**Run 1: gate-type map**

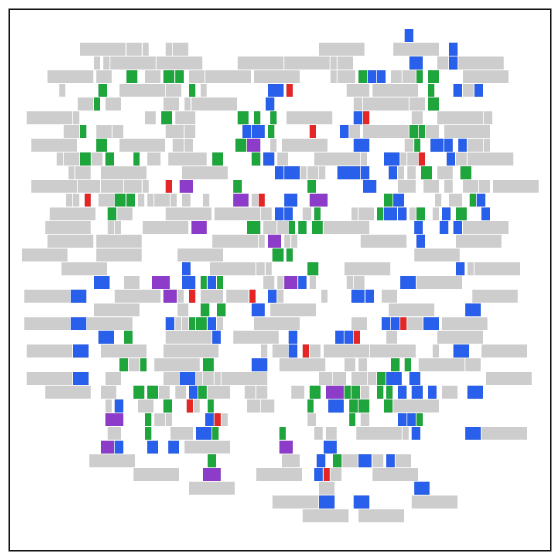
**Run 1: register map, names as in the netlist**

Scale bar: 20 um. Other sequential cells in the stronger gray, the rest of the logic in the fainter gray.
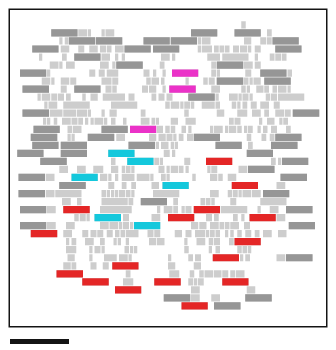
**Run 1: track usage over the die**

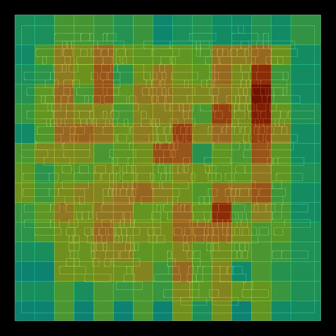
### src/rtl/sr04_pkg.sv
// Shared types and defaults for the SR04 ultrasonic range front-end.
// Latency: n/a (definitions only).
// Backpressure: n/a.
package sr04_pkg;

   typedef enum logic [2:0] {
      ST_IDLE,
      ST_TRIG,
      ST_WAIT,
      ST_MEAS,
      ST_DONE,
      ST_HOLD
   } state_t;

   localparam int TRIG_US_DEF    = 10;
   localparam int PERIOD_US_DEF  = 60000;
   localparam int TIMEOUT_US_DEF = 38000;
   localparam int US_PER_CM      = 58;
   localparam int DW_DEF         = 16;

   // Reported distance when the echo never arrived or never ended.
   localparam logic [15:0] DIST_ERR_VAL = 16'hFFFF;

endpackage

### src/rtl/sr04_meas_if.sv
// Result bus from the range front-end to the reporting logic.
// Latency: n/a (wires only).
// Backpressure: none; consumer must sample on dist_vld.
interface sr04_meas_if #(
   parameter int DW = sr04_pkg::DW_DEF
) ();

   logic          dist_vld;
   logic [DW-1:0] dist_cm;
   logic          dist_err;
   logic          busy;

   modport master (output dist_vld, dist_cm, dist_err, busy);
   modport slave  (input  dist_vld, dist_cm, dist_err, busy);

endinterface

### src/rtl/sync2.sv
// Generic two-flop synchroniser for a single asynchronous level.
// Latency: 2 clk cycles.
// Backpressure: none.
module sync2 (
   input  logic clk,
   input  logic rst_n,
   input  logic d,
   output logic q
);

   logic meta;

   // Two back-to-back flops to settle metastability before use.
   always_ff @(posedge clk or negedge rst_n) begin
      if (!rst_n) begin
         meta <= 1'b0;
         q    <= 1'b0;
      end else begin
         meta <= d;
         q    <= meta;
      end
   end

endmodule

### src/rtl/sr04_meas.sv
// SR04 channel front-end: periodic trigger, echo timing, width-to-cm conversion.
// Latency: dist_vld 3 cycles after the echo pin falls (2 sync + 1 result register).
// Backpressure: none; one strobe per measurement, results hold between strobes.
module sr04_meas #(
   parameter int TRIG_US    = sr04_pkg::TRIG_US_DEF,
   parameter int PERIOD_US  = sr04_pkg::PERIOD_US_DEF,
   parameter int TIMEOUT_US = sr04_pkg::TIMEOUT_US_DEF,
   parameter int US_PER_CM  = sr04_pkg::US_PER_CM,
   parameter int DW         = sr04_pkg::DW_DEF
) (
   input  logic        clk_1m,
   input  logic        rst_n,
   input  logic        meas_en,
   output logic        s1_trig,
   input  logic        s1_echo,
   sr04_meas_if.master res
);

   import sr04_pkg::*;

   localparam int PW = $clog2(PERIOD_US + 1);
   localparam int WW = $clog2(TIMEOUT_US + 1);
   localparam int SW = $clog2(US_PER_CM + 1);

   // Highest centimetre count; one below all-ones so a saturated reading
   // can never be confused with the error code.
   localparam logic [DW-1:0] CM_MAX  = {{(DW-1){1'b1}}, 1'b0};
   localparam logic [DW-1:0] ERR_VAL = DW'(DIST_ERR_VAL);

   state_t         state;
   logic [PW-1:0]  period_cnt;
   logic [WW-1:0]  wait_cnt;     // WAIT: cycles since trigger fell; MEAS: echo width
   logic [SW-1:0]  sub_cnt;      // microseconds within the current centimetre
   logic [DW-1:0]  cm_cnt;
   logic           echo_s;
   logic           echo_q;
   logic           echo_rise;
   logic           echo_fall;
   logic           period_last;
   logic           wait_last;
   logic           sub_wrap;
   logic [DW-1:0]  cm_nxt;

   sync2 u_echo_sync (
      .clk   (clk_1m),
      .rst_n (rst_n),
      .d     (s1_echo),
      .q     (echo_s)
   );

   // Previous synchronised echo level for edge detection.
   always_ff @(posedge clk_1m or negedge rst_n) begin
      if (!rst_n) echo_q <= 1'b0;
      else        echo_q <= echo_s;
   end

   // Edge detects, counter terminal conditions and next centimetre count.
   always_comb begin
      echo_rise   = echo_s & ~echo_q;
      echo_fall   = ~echo_s & echo_q;
      period_last = (period_cnt == PW'(PERIOD_US - 1));
      wait_last   = (wait_cnt == WW'(TIMEOUT_US - 1));
      sub_wrap    = (sub_cnt == SW'(US_PER_CM - 1));
      cm_nxt      = cm_cnt;
      if (sub_wrap && (cm_cnt != CM_MAX)) cm_nxt = cm_cnt + 1'b1;
   end

   // Trigger-to-trigger timebase; parked at 0 in IDLE so a new run starts aligned.
   always_ff @(posedge clk_1m or negedge rst_n) begin
      if (!rst_n)                 period_cnt <= '0;
      else if (state == ST_IDLE)  period_cnt <= '0;
      else if (period_last)       period_cnt <= '0;
      else                        period_cnt <= period_cnt + 1'b1;
   end

   // Measurement sequencer with registered trigger, result and busy outputs.
   always_ff @(posedge clk_1m or negedge rst_n) begin
      if (!rst_n) begin
         state        <= ST_IDLE;
         s1_trig      <= 1'b0;
         wait_cnt     <= '0;
         sub_cnt      <= '0;
         cm_cnt       <= '0;
         res.dist_vld <= 1'b0;
         res.dist_cm  <= '0;
         res.dist_err <= 1'b0;
         res.busy     <= 1'b0;
      end else begin
         case (state)
            ST_IDLE: begin
               if (meas_en) begin
                  state    <= ST_TRIG;
                  s1_trig  <= 1'b1;
                  res.busy <= 1'b1;
               end
            end
            ST_TRIG: begin
               // period_cnt restarts at 0 with the trigger, so it doubles as the pulse timer.
               if (period_cnt == PW'(TRIG_US - 1)) begin
                  state    <= ST_WAIT;
                  s1_trig  <= 1'b0;
                  wait_cnt <= '0;
               end
            end
            ST_WAIT: begin
               if (echo_rise) begin
                  state    <= ST_MEAS;
                  cm_cnt   <= '0;
                  sub_cnt  <= '0;
                  wait_cnt <= '0;
               end else if (wait_last) begin
                  state        <= ST_DONE;
                  res.dist_vld <= 1'b1;
                  res.dist_cm  <= ERR_VAL;
                  res.dist_err <= 1'b1;
               end else begin
                  wait_cnt <= wait_cnt + 1'b1;
               end
            end
            ST_MEAS: begin
               // The fall-detect cycle is still an echo-high microsecond, so it is counted.
               if (echo_fall) begin
                  state        <= ST_DONE;
                  res.dist_vld <= 1'b1;
                  res.dist_cm  <= cm_nxt;
                  res.dist_err <= 1'b0;
               end else if (wait_last) begin
                  state        <= ST_DONE;
                  res.dist_vld <= 1'b1;
                  res.dist_cm  <= ERR_VAL;
                  res.dist_err <= 1'b1;
               end else begin
                  wait_cnt <= wait_cnt + 1'b1;
                  sub_cnt  <= sub_wrap ? '0 : sub_cnt + 1'b1;
                  cm_cnt   <= cm_nxt;
               end
            end
            ST_DONE: begin
               res.dist_vld <= 1'b0;
               state        <= ST_HOLD;
            end
            ST_HOLD: begin
               if (period_last) begin
                  if (meas_en) begin
                     state   <= ST_TRIG;
                     s1_trig <= 1'b1;
                  end else begin
                     state    <= ST_IDLE;
                     res.busy <= 1'b0;
                  end
               end
            end
            default: begin
               state    <= ST_IDLE;
               s1_trig  <= 1'b0;
               res.busy <= 1'b0;
            end
         endcase
      end
   end

endmodule
### src/flat_wrapper.sv
// flat-port wrapper written by rule: the top's interface ports become plain ports
module sr04_meas_flat import sr04_pkg::*;
#(
   parameter int TRIG_US    = sr04_pkg::TRIG_US_DEF,
   parameter int PERIOD_US  = sr04_pkg::PERIOD_US_DEF,
   parameter int TIMEOUT_US = sr04_pkg::TIMEOUT_US_DEF,
   parameter int US_PER_CM  = sr04_pkg::US_PER_CM,
   parameter int DW         = sr04_pkg::DW_DEF
)
  (clk_1m, rst_n, meas_en, s1_trig, s1_echo, res_dist_vld, res_dist_cm, res_dist_err, res_busy);
  sr04_meas_if #(.DW(DW)) res_i ();
  input  logic clk_1m;
  input  logic rst_n;
  input  logic meas_en;
  output logic s1_trig;
  input  logic s1_echo;
  output wire logic [$bits(res_i.dist_vld)-1:0] res_dist_vld;
  output wire logic [$bits(res_i.dist_cm)-1:0] res_dist_cm;
  output wire logic [$bits(res_i.dist_err)-1:0] res_dist_err;
  output wire logic [$bits(res_i.busy)-1:0] res_busy;
  assign res_dist_vld = res_i.dist_vld;
  assign res_dist_cm = res_i.dist_cm;
  assign res_dist_err = res_i.dist_err;
  assign res_busy = res_i.busy;
  sr04_meas #(.TRIG_US(TRIG_US), .PERIOD_US(PERIOD_US), .TIMEOUT_US(TIMEOUT_US), .US_PER_CM(US_PER_CM), .DW(DW)) u_core (.clk_1m(clk_1m), .rst_n(rst_n), .meas_en(meas_en), .s1_trig(s1_trig), .s1_echo(s1_echo), .res(res_i));
endmodule
### config.mk
export PLATFORM = sky130hd
export DESIGN_NAME = sr04_meas_flat
export DESIGN_NICKNAME = d
export VERILOG_FILES = /design/src/rtl/sr04_pkg.sv /design/src/rtl/sr04_meas_if.sv /design/src/rtl/sync2.sv /design/src/rtl/sr04_meas.sv /design/src/flat_wrapper.sv
export SDC_FILE = /design/constraint.sdc
export NUM_CORES = 1
export LEC_CHECK = 0
export CAP_MARGIN = 20
export CORE_MARGIN = 2
export CORE_UTILIZATION = 40
export CTS_BUF_LIST = sky130_fd_sc_hd__clkbuf_16
export DETAILED_ROUTE_END_ITERATION = 12
export DONT_BUFFER_PORTS = 1
export GPL_TIMING_DRIVEN = 0
export PLACE_DENSITY = 0.56
export SETUP_SLACK_MARGIN = 0.1
export SYNTH_ARGS = -nofsm -noshare
export SYNTH_HDL_FRONTEND = slang
export SYNTH_SLANG_ARGS = --single-unit
### constraint.sdc
create_clock -name clk_1m -period 4.5 [get_ports clk_1m]
set_input_delay 0.9 -clock clk_1m [delete_from_list [all_inputs] [get_ports clk_1m]]
set_output_delay 0.9 -clock clk_1m [all_outputs]
set_load 0.05 [all_outputs]
==> results.cfg, run 1 <==
; physical design summary
[run_status]
status = finished, final reports clean

[timing]
maxSlewHeadroom_pct = 46.5
period_needed_ns = 2.76
setup_viol = 0
fin_skew_ns = 0.00576
finalSetupTns_ns = 0
tightest_slew_ns = 0.800
fin_ws_ns = 1.74
rsz0062_at_grt = false
hold_ws_ns = 0.251
post-route-period-util_pct = 61.3
timing.fmax_mhz = 362

[placement]
post-dp-hpwl_um = 6580
dp_cells = 585
numPortBuffers = 0
pre_cts_slack_ns = 1.74
dpl-instance-area_mm2 = 0.00442
place.gp.congestion = 0.864

[cts]
cts_htree_levels = 3
cts_tree = done
cts.sinks = 80
clockBufferDepth = 2
hold_buffers = 0
cts_root_buf = clkbuf_16
post-cts-setup-buffer-count = 0
post_cts_resized = 0

[drt]
via_count = 3415
firstDrtPassIters = 5
wl_um = 9690
detail_route.vias_per_cell = 5.69
drc = 0
ant_nets = 0
drt_iter0_drc = 226

[floorplan]
io_pins = 24
die_y_um = 107
rows = 37
die_x_um = 107
core_area_mm2 = 0.0103
fp_util_pct = 41.1
tap-cell-count = 136
die-area_mm2 = 0.0115

[worst_setup_path]
worstSetupStartpoint = u_core.wait_cnt[0]
cp_cell_sequence = ha_1 > and4_1 > and4_1 > clkbuf_1 > nor2_1 > clkbuf_1 > o21ai_0 > a31oi_1
cp_num_buf_inv = 2
rrSetupSlack_ns = 1.74
cpMaxStageDelayCell = nor2_1
slowest_delay_ns = 0.65
crit_arrival_ns = 3.02
path_class = flip-flop to flip-flop
r2r_start = u_core.wait_cnt[0]
path_delay_family = simple AND/OR/NAND/NOR gates
r2r_end = u_core.cm_cnt[10]
cp_max_fo = 10
worst-path-stages = 8
reg2regPathDepth = 8
worstSetupEndpointType = flip-flop

[pwr]
pwr_density_cell_mw_per_mm2 = 552
ir_drop_v = 0.000421
swShare_pct = 42.0
maxPowerGroup = sequential cells
power_switching_mw = 1.09
comb-power_mw = 0.613
p_leak_nw = 1.90
p_total_mw = 2.59
clk-power_mw = 0.704
p_clk_share_pct = 27.2
p_int_mw = 1.50
p_comb_share_pct = 23.7
powerSeq_mw = 1.27

[synthesis]
synthAdderAreaFrac_pct = 2.06
syn-instance-count = 449
ys.flops = 80
synth_nets = 460
simple_gate_share_pct = 23.8
ys_area_mm2 = 0.00425
yosys_warnings = 0
synth_seq_share_pct = 47.1
edf_count = 0
ys_sh_xor_pct = 6.39
mux_share_pct = 0.471
yosysUniqueCellTypes = 53
yosys_cells = 449
ff_type = dfrtp_1
async_flop_share_pct = 100

[cells_and_area]
diodes = 0
nMultiInputCombCells = 337
clock_area_share_pct = 5.92
design_area_mm2 = 0.00470
clkbuf_count = 9
largest_class = logic gates
comb_area_mm2 = 0.00212
nonClkBufAreaFrac_pct = 1.44
comb_share_pct = 45.2
seq_share_pct = 42.6
flop-count = 80
buffers = 17
register_area_mm2 = 0.00200
fin_nets = 471
fillCellCount = 993
instances_no_fill = 600
layout-drive-gt1-share_pct = 4.96

[grt]
antenna_found_initial = 0
met2_usage_pct = 26.5
grt_start_max_net_pins = 81
met3_usage_pct = 4.86
met1_usage_pct = 26.0
grt_pass1_wl_um = 16400

[run]
maxCapViolations = 0
warnings = 29

[hold_path]
hold_class = input port to async pin
Back to the opening pictures, 'gate-type map':
purple -> non-inverting ao/oa cells  # cells 14, most used o21a_1
green -> nand cells  # cells 82, most used nand2_1
blue -> aoi and oai cells  # cells 96, most used o21ai_0
red -> inv cells  # cells 15, most used inv_1

Back to the opening pictures, 'register map, names as in the netlist':
cyan -> u_core.sub_cnt  # sequential cells 6
red -> u_core.cm_cnt  # sequential cells 16
magenta -> u_core.state  # sequential cells 3
not colored = 55

Back to the opening pictures, 'track usage over the die':
WL/cell: 16.1 um
total track usage: 18.1%
Final Util: 45.5%
busiest metal layer after global routing: met2

run 1: metal layers:
metal	part of all wire, %	up-vias
met1	49	1647
met3	5.5	7
met2	44	80
met4	1.4	0
li1	-	1681
met5	0	-
run 1: kinds of logic (layout without fill, tap and decap cells):
| family | count (synthesis) | after routing |
|---|---|---|
| buf+inv | 32 | 47 |
| compound gates | 110 | 110 |
| flops | 80 | 80 |
| mux | 2 | 2 |
| xor+xnor | 31 | 31 |
| fa+ha+maj | 7 | 7 |
| simple gates | 187 | 187 |
run 1: cells in the final DEF, fill, tap and decap left out, drive strengths merged, types with 3 or more instances in the layout:
| cell type | count |
|---|---|
| ha | 7 |
| nand4 | 19 |
| nor3 | 9 |
| nor4 | 5 |
| xor2 | 16 |
| nor3b | 4 |
| o31ai | 4 |
| xnor2 | 15 |
| inv | 16 |
| and2 | 3 |
| and3 | 4 |
| clkinv | 4 |
| o211ai | 7 |
| o21a | 4 |
| and4 | 6 |
| nand2 | 32 |
| dfrtp | 80 |
| nor2 | 40 |
| or4 | 8 |
| clkbuf | 22 |
| a2bb2oi | 16 |
| nand2b | 4 |
| a31oi | 6 |
| a21oi | 23 |
| o21ai | 31 |
| or3 | 14 |
| buf | 4 |
| nand3 | 26 |
| a21o | 3 |
| nor2b | 6 |
run 1: Yosys cell counts, drive strengths merged, types with 14 or more instances:
library cell / number / share of area [%]
dfrtp: 80 / 47
nor2: 40 / 3.5
nand2: 32 / 2.8
o21ai: 31 / 3.7
nand3: 26 / 3.1
a21oi: 23 / 2.7
nand4: 19 / 2.8
a2bb2oi: 16 / 3.3
xor2: 16 / 3.3
inv: 15 / 1.3
xnor2: 15 / 3.1
or3: 14 / 2.1
**Run 1: sizing map**

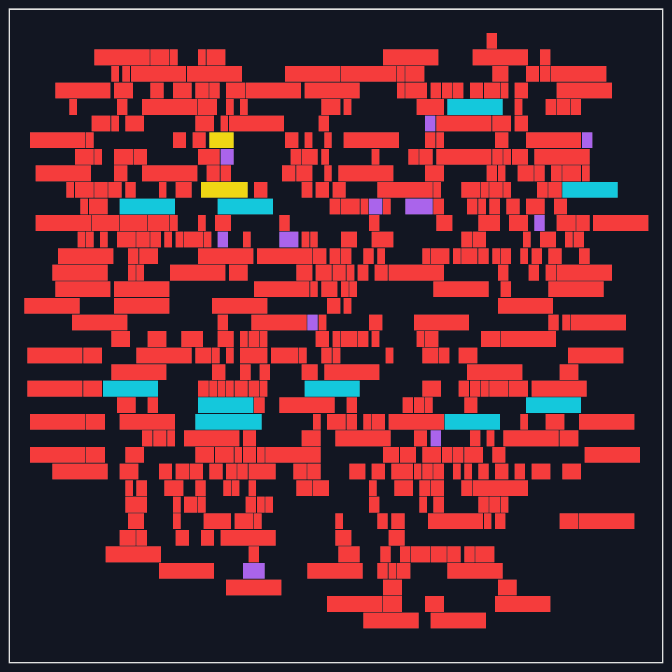

==> run 1 -> run 2 <==
==> constraint.sdc (replaced) <==
create_clock -name clk_1m -period 2.9 [get_ports clk_1m]
set_input_delay 0.58 -clock clk_1m [delete_from_list [all_inputs] [get_ports clk_1m]]
set_output_delay 0.58 -clock clk_1m [all_outputs]
set_load 0.05 [all_outputs]
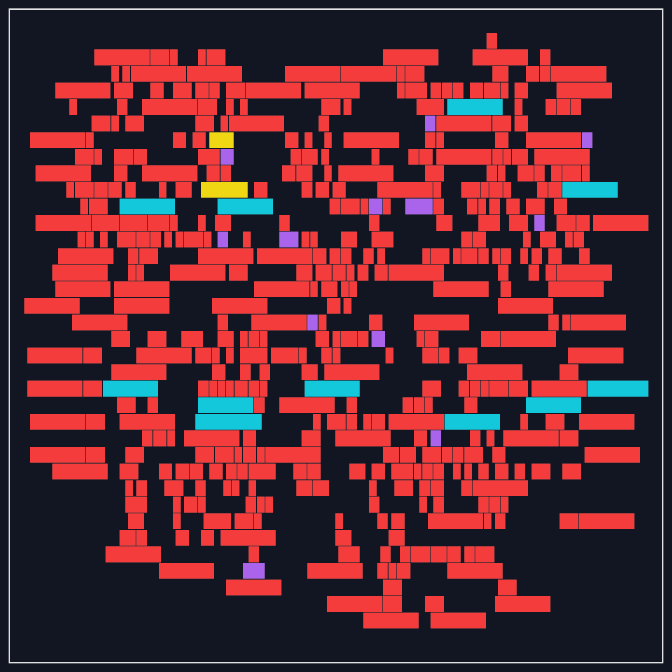
**Above:** run 2 (sizing map).
yellow -> x3 and x4  # cells 2, share 0.43%
red -> x1 and smaller  # cells 440, share 95%
purple -> x2  # cells 12, share 2.6%
cyan -> x6 and larger  # cells 11, share 2.4%
final worst slack: 0.282 ns
design area: 0.00473 mm^2

==> run 2 against run 1 <==
  * Clock skew hardly changed
  * Routed wire length hardly changed
  * Final cell count is 0.17% higher
  * Sequential share of layout area is 0.27 points lower
  * Combinational power is about 60% higher
  * Synthesized area stayed put
  * Cell area is 0.64% higher
  * Critical path type unchanged
  * Critical endpoint is now u_core.cm_cnt[4]
  * Largest cell class unchanged
  * Highest routed layer unchanged
==> results.cfg, run 2 <==
; physical design summary
[run_status]
status = finished, final reports clean

[grt]
grt.busiest_layer = met2
overflow = 0
met2_usage_pct = 26.7
met3_usage_pct = 4.86
antenna_found_initial = 0
grt_pass1_wl_um = 16400
grt_start_max_net_pins = 81
grt_usage_pct = 18.2
met1_usage_pct = 26.1
grt_pass1_vias = 3216

[cells_and_area]
diodes = 0
layout_top_cells = dfrtp_1 (80), nor2_1 (39), nand2_1 (32)
register_area_mm2 = 0.00200
fin_nets = 472
layout_top_cell = dfrtp_1
fillCellCount = 989
layout-drive-gt1-share_pct = 5.38
syn_to_final_growth_pct = 11.3
comb_area_mm2 = 0.00212

[timing]
rsz0062_at_grt = false
finalSetupTns_ns = 0
timing.fmax_mhz = 382
fin_skew_ns = 0.00566
maxSlewHeadroom_pct = 48.6
period_needed_ns = 2.62
setup_viol = 0
hold_viol = 0
post-route-period-util_pct = 90.3
drv_slew = 0
tightest_slew_ns = 0.761

[floorplan]
die-area_mm2 = 0.0115
fp_util_pct = 41.1
die_x_um = 107
die_y_um = 107
io_pins = 24
rows = 37
core_area_mm2 = 0.0103

[cts]
cts_made_buffers = 9
post-cts-setup-buffer-count = 0
clock_latency_ns = 0.34
cts.sinks = 80
hold_buffers = 1
path_clk_slew_ns = 0.06
cts_root_buf = clkbuf_16
clockBufferDepth = 2
cts_tree = done
post_cts_resized = 0
cts_htree_levels = 3

[pwr]
ir_drop_v = 0.000656
p_leak_nw = 1.91
pwr_density_cell_mw_per_mm2 = 857
p_total_mw = 4.05

[synthesis]
yosys.area.top_type_share_pct = 47.1
syn-instance-count = 449
ff_type = dfrtp_1
ys.flops = 80
yosys_cells = 449
syn_area_per_cell_um2 = 9.46
yosysUniqueCellTypes = 53
synth_seq_share_pct = 47.1
yosys_warnings = 0
edf_count = 0
synth_area_leader_cell = dfrtp_1
top_cells_by_area = dfrtp_1 (47%), o21ai_0 (3.7%), nor2_1 (3.5%)
netlist_area_mm2 = 0.00425
synth_nets = 460
yosys-top-cells-count = dfrtp_1 (80), nor2_1 (40), nand2_1 (32)
synth.most_common_cell = dfrtp_1
async_flop_share_pct = 100
ys_area_mm2 = 0.00425

[drt]
via_count = 3381
drc = 0
detail_route.vias_per_cell = 5.63
detail_route.wl_per_cell_um = 16.1
ant_nets = 0
wl_um = 9690
drt_iter0_drc = 225
firstDrtPassIters = 5

[placement]
numPortBuffers = 0
place.gp.congestion = 0.864
post-dp-hpwl_um = 6580
pre_cts_slack_ns = 0.145

[worst_setup_path]
cp_cell_sequence = ha_1 > and4_1 > and4_1 > clkbuf_1 > o21ai_1 > clkbuf_1 > o21ai_0 > a21o_1
path_class = flip-flop to flip-flop
cp_num_buf_inv = 2
cpMaxStageDelayCell = clkbuf_1
crit_required_ns = 3.13
path_delay_family = AND-OR/OR-AND gates
rrSetupSlack_ns = 0.28
slowest_delay_ns = 0.49
worstSetupEndpointType = flip-flop
cp_max_fo = 10
crit_arrival_ns = 2.85
startpoint_type = flip-flop

[run]
warnings = 29
maxCapViolations = 0

[hold_path]
hold_class = input port to async pin
run 2: cell counts after synthesis:
No cell type changed its count.
run 2: stage by stage:
stage               instance area [um^2]  utilization [%]  hold slack, ns  cells
floorplan                           4250                -           0.284    449
global placement                    4420             42.8           0.288    585
detailed placement                  4420             42.8           0.287    585
CTS                                 4720             45.8           0.162    601
global route                        4730             45.8           0.174    601
finish                              4730             45.8           0.142    601
run 2: report_power, final:
part           total (mW)  switching (mW)  leakage (nW)  internal (mW)
combinational       0.979           0.614         0.706          0.366
clock                1.09           0.443         0.144          0.651
sequential           1.98           0.657          1.06           1.32
total                4.05            1.71          1.91           2.34
run 2: area by class of cell:
type | instances | share of cell area (%)
Clock inverter | 6 | 1.11
Clock buffer | 9 | 4.77
Inverter | 15 | 1.19
Tap cell | 136 | 3.60
Buffer | 17 | 1.43
Sequential cell | 80 | 42.4
Timing Repair Buffer | 1 | 0.582
Multi-Input combinational cell | 337 | 45.0
run 2: kinds of logic after synthesis:
group / share of synthesized area (%)
muxes: 0.471
AOI/OAI and AO/OA: 17.3
buffers and inverters: 2.92
and+or+nand+nor: 23.8
adders and majority gates: 2.06
DFF: 47.1
xor gates and xnor gates: 6.39
run 2: final timing paths:
kind | from | end | cells past startpoint
worst max register to register | u_core.wait_cnt[0] | u_core.cm_cnt[4] | 8
min in group clk_1m | s1_echo | u_core.u_echo_sync.meta | 0
worst max-delay path | u_core.wait_cnt[0] | u_core.cm_cnt[4] | 8
worst min-delay path | rst_n | u_core.res.dist_cm[9] | 1
worst min register to register | u_core.u_echo_sync.meta | u_core.u_echo_sync.q | 0
max in group asynchronous | rst_n | u_core.period_cnt[1] | 1
run 2: per-layer routing:
metal,vias to the layer above,wire [um]
met5,-,0
met4,0,129
met3,7,445
met2,59,4260
met1,1633,4860
li1,1682,-
**Run 2: gate-type map**

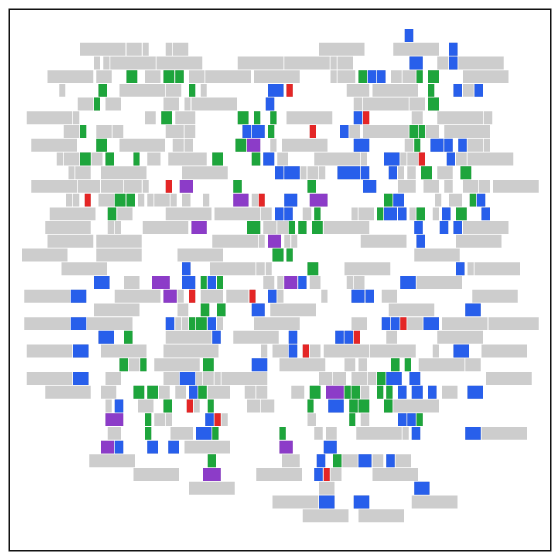

==> run 2 -> run 3 <==
--- a/config.mk
+++ b/config.mk
@@ -7,12 +7,12 @@
 export LEC_CHECK = 0
 export CAP_MARGIN = 20
 export CORE_MARGIN = 2
-export CORE_UTILIZATION = 40
+export CORE_UTILIZATION = 60
 export CTS_BUF_LIST = sky130_fd_sc_hd__clkbuf_16
 export DETAILED_ROUTE_END_ITERATION = 12
 export DONT_BUFFER_PORTS = 1
 export GPL_TIMING_DRIVEN = 0
-export PLACE_DENSITY = 0.56
+export PLACE_DENSITY = 0.78
 export SETUP_SLACK_MARGIN = 0.1
 export SYNTH_ARGS = -nofsm -noshare
 export SYNTH_HDL_FRONTEND = slang
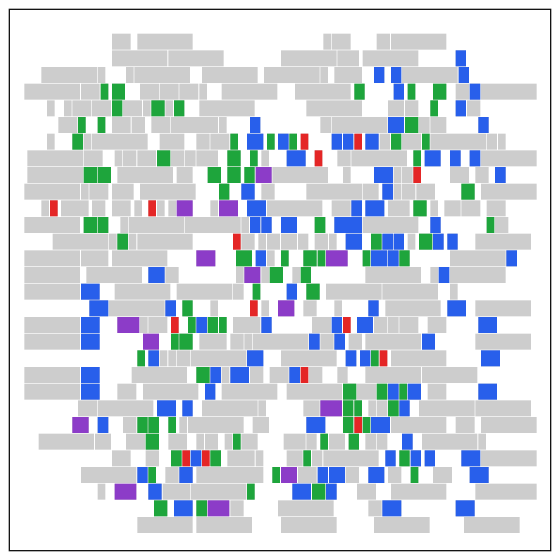
**Above:** run 3 (gate-type map).
blue -> aoi and oai cells  # cells 96, most used o21ai_0
green -> nand cells  # cells 82, most used nand2_1
red -> inv cells  # cells 15, most used inv_1
purple -> non-inverting ao/oa cells  # cells 14, most used o21a_1

==> run 3 against run 2 <==
  * Register-to-register slack is essentially flat
  * First-iteration DRC count increased by 21%
  * Final cell count fell by 6.5%
  * Clock power about the same
  * Non-clock buffer count unchanged
  * Clock skew grew 0.0033 ns
  * Synthesized area is the same
  * Flip-flop count is the same
  * Die size shrank 32%
  * Sequential share of layout area is 0.34 points higher
  * Highest routed layer unchanged
==> results.cfg, run 3 <==
; physical design summary
[drt]
detail_route.wl_per_cell_um = 16.9
drc = 0
highest_layer = met4
drt_iter0_drc = 272
dr_wl_met3_um = 523
ant_nets = 0
wl_um = 9510
detail_route.vias_per_cell = 6.42
firstDrtPassIters = 5
met2_length_um = 4350
wl_met1_um = 4450

[cells_and_area]
syn_to_final_growth_pct = 10.4
seq_share_pct = 42.7
layout_top_cell = dfrtp_1
largest_class = logic gates
register_area_mm2 = 0.00200
nNonClkInverters = 15
fin_nets = 472
fillCellCount = 524
clkbuf_count = 9
comb_area_mm2 = 0.00212
diodes = 0
nonClkBufAreaFrac_pct = 2.05
layout-drive-gt1-share_pct = 5.79
flop-count = 80
clock_area_share_pct = 6.16
comb_share_pct = 45.3
layout_top_cells = dfrtp_1 (80), nor2_1 (39), nand2_1 (32)

[synthesis]
async_flop_share_pct = 100
yosys_cells = 449
syn_area_per_cell_um2 = 9.46
syn-instance-count = 449
ff_type = dfrtp_1
synth.most_common_cell = dfrtp_1
yosys.area.top_type_share_pct = 47.1
ys_area_mm2 = 0.00425
synth_seq_share_pct = 47.1
yosys_warnings = 0
ys.flops = 80
synth_nets = 460
netlist_area_mm2 = 0.00425
edf_count = 0
yosys-top-cells-count = dfrtp_1 (80), nor2_1 (40), nand2_1 (32)

[worst_setup_path]
slowest_delay_ns = 0.55
crit_required_ns = 3.13
cp_num_buf_inv = 2
crit_arrival_ns = 2.84
cp_cell_sequence = ha_1 > and4_1 > and4_1 > clkbuf_1 > o21ai_0 > clkbuf_2 > o21ai_0 > a21o_1
path_class = flip-flop to flip-flop
path_delay_family = AND-OR/OR-AND gates
cpMaxStageDelayCell = o21ai_0

[floorplan]
fp_util_pct = 62.2
die_x_um = 88.1
rows = 30
core_area_mm2 = 0.00683
io_pins = 24
die-area_mm2 = 0.00777
tap-cell-count = 96

[cts]
cts.sinks = 80
path_clk_slew_ns = 0.06
clockBufferDepth = 2
cts_htree_levels = 3
cts_root_buf = clkbuf_16
cts_tree = done
cts_made_buffers = 9

[pwr]
p_leak_nw = 1.91
pwr_density_cell_mw_per_mm2 = 867
p_total_mw = 4.07

[timing]
post-route-period-util_pct = 89.9
timing.fmax_mhz = 384
setup_viol = 0
period_needed_ns = 2.61
maxSlewHeadroom_pct = 43.4
fin_ws_ns = 0.292
fin_skew_ns = 0.00891
hold_viol = 0

[grt]
grt_usage_pct = 27.1
met2_usage_pct = 40.7
grt_start_max_net_pins = 81
met3_usage_pct = 6.22
met1_usage_pct = 38.8
antenna_found_initial = 0
grt_pass1_vias = 3375

[placement]
post-dp-hpwl_um = 6340
pre_cts_slack_ns = 0.176
place.gp.congestion = 0.921
numPortBuffers = 0

[run]
maxCapViolations = 0
warnings = 29

[run_status]
status = finished, final reports clean

[hold_path]
hold_class = input port to async pin
-- run 3: cell types whose count changed in the layout (fill, tap and decap cells not counted), sizes merged --
cell | before | now
clkinvlp | 0 | 1
-- run 3: timing repair --
action	4_1_cts	5_1_grt
resized	0	3
setup endpoints to repair	0	3
hold buffers	1	0
hold endpoints to repair	80	0
-- run 3: where the power goes --
| group | internal [mW] | switching [mW] | leakage, nW |
|---|---|---|---|
| combinational | 0.366 | 0.617 | 0.709 |
| clock | 0.659 | 0.449 | 0.144 |
| sequential | 1.32 | 0.655 | 1.06 |
-- run 3: cells by family (layout without fill, tap and decap cells) --
| logic type | Yosys count | after routing | synth area share, % |
|---|---|---|---|
| buffers and inverters | 32 | 49 | 2.92 |
| adder cells (fa/ha/maj) | 7 | 7 | 2.06 |
| multiplexers | 2 | 2 | 0.471 |
| flip-flops | 80 | 80 | 47.1 |
| AND/OR/NAND/NOR | 187 | 187 | 23.8 |
| XOR/XNOR | 31 | 31 | 6.39 |
| AND-OR/OR-AND | 110 | 110 | 17.3 |
-- run 3: final timing paths --
kind                                               from                      end  slack [ns]  depth (start not counted)
min in group clk_1m                             s1_echo  u_core.u_echo_sync.meta        0.27                          0
worst max-delay path                 u_core.wait_cnt[0]         u_core.cm_cnt[4]        0.29                          8
worst min register to register  u_core.u_echo_sync.meta     u_core.u_echo_sync.q        0.35                          0
worst min-delay path                              rst_n    u_core.res.dist_cm[6]        0.13                          1
max in group asynchronous                         rst_n      u_core.wait_cnt[14]        2.45                          1
worst max register to register       u_core.wait_cnt[0]         u_core.cm_cnt[4]        0.29                          8
-- run 3: per-stage QoR --
stage,utilization (%),area (um^2)
3_3_place_gp,63.9,4370
4_1_cts,68.6,4680
5_1_grt,68.6,4690
6_report,68.6,4690
2_1_floorplan,-,4250
3_5_place_dp,63.9,4370
Power and IR drop assume default switching activity.
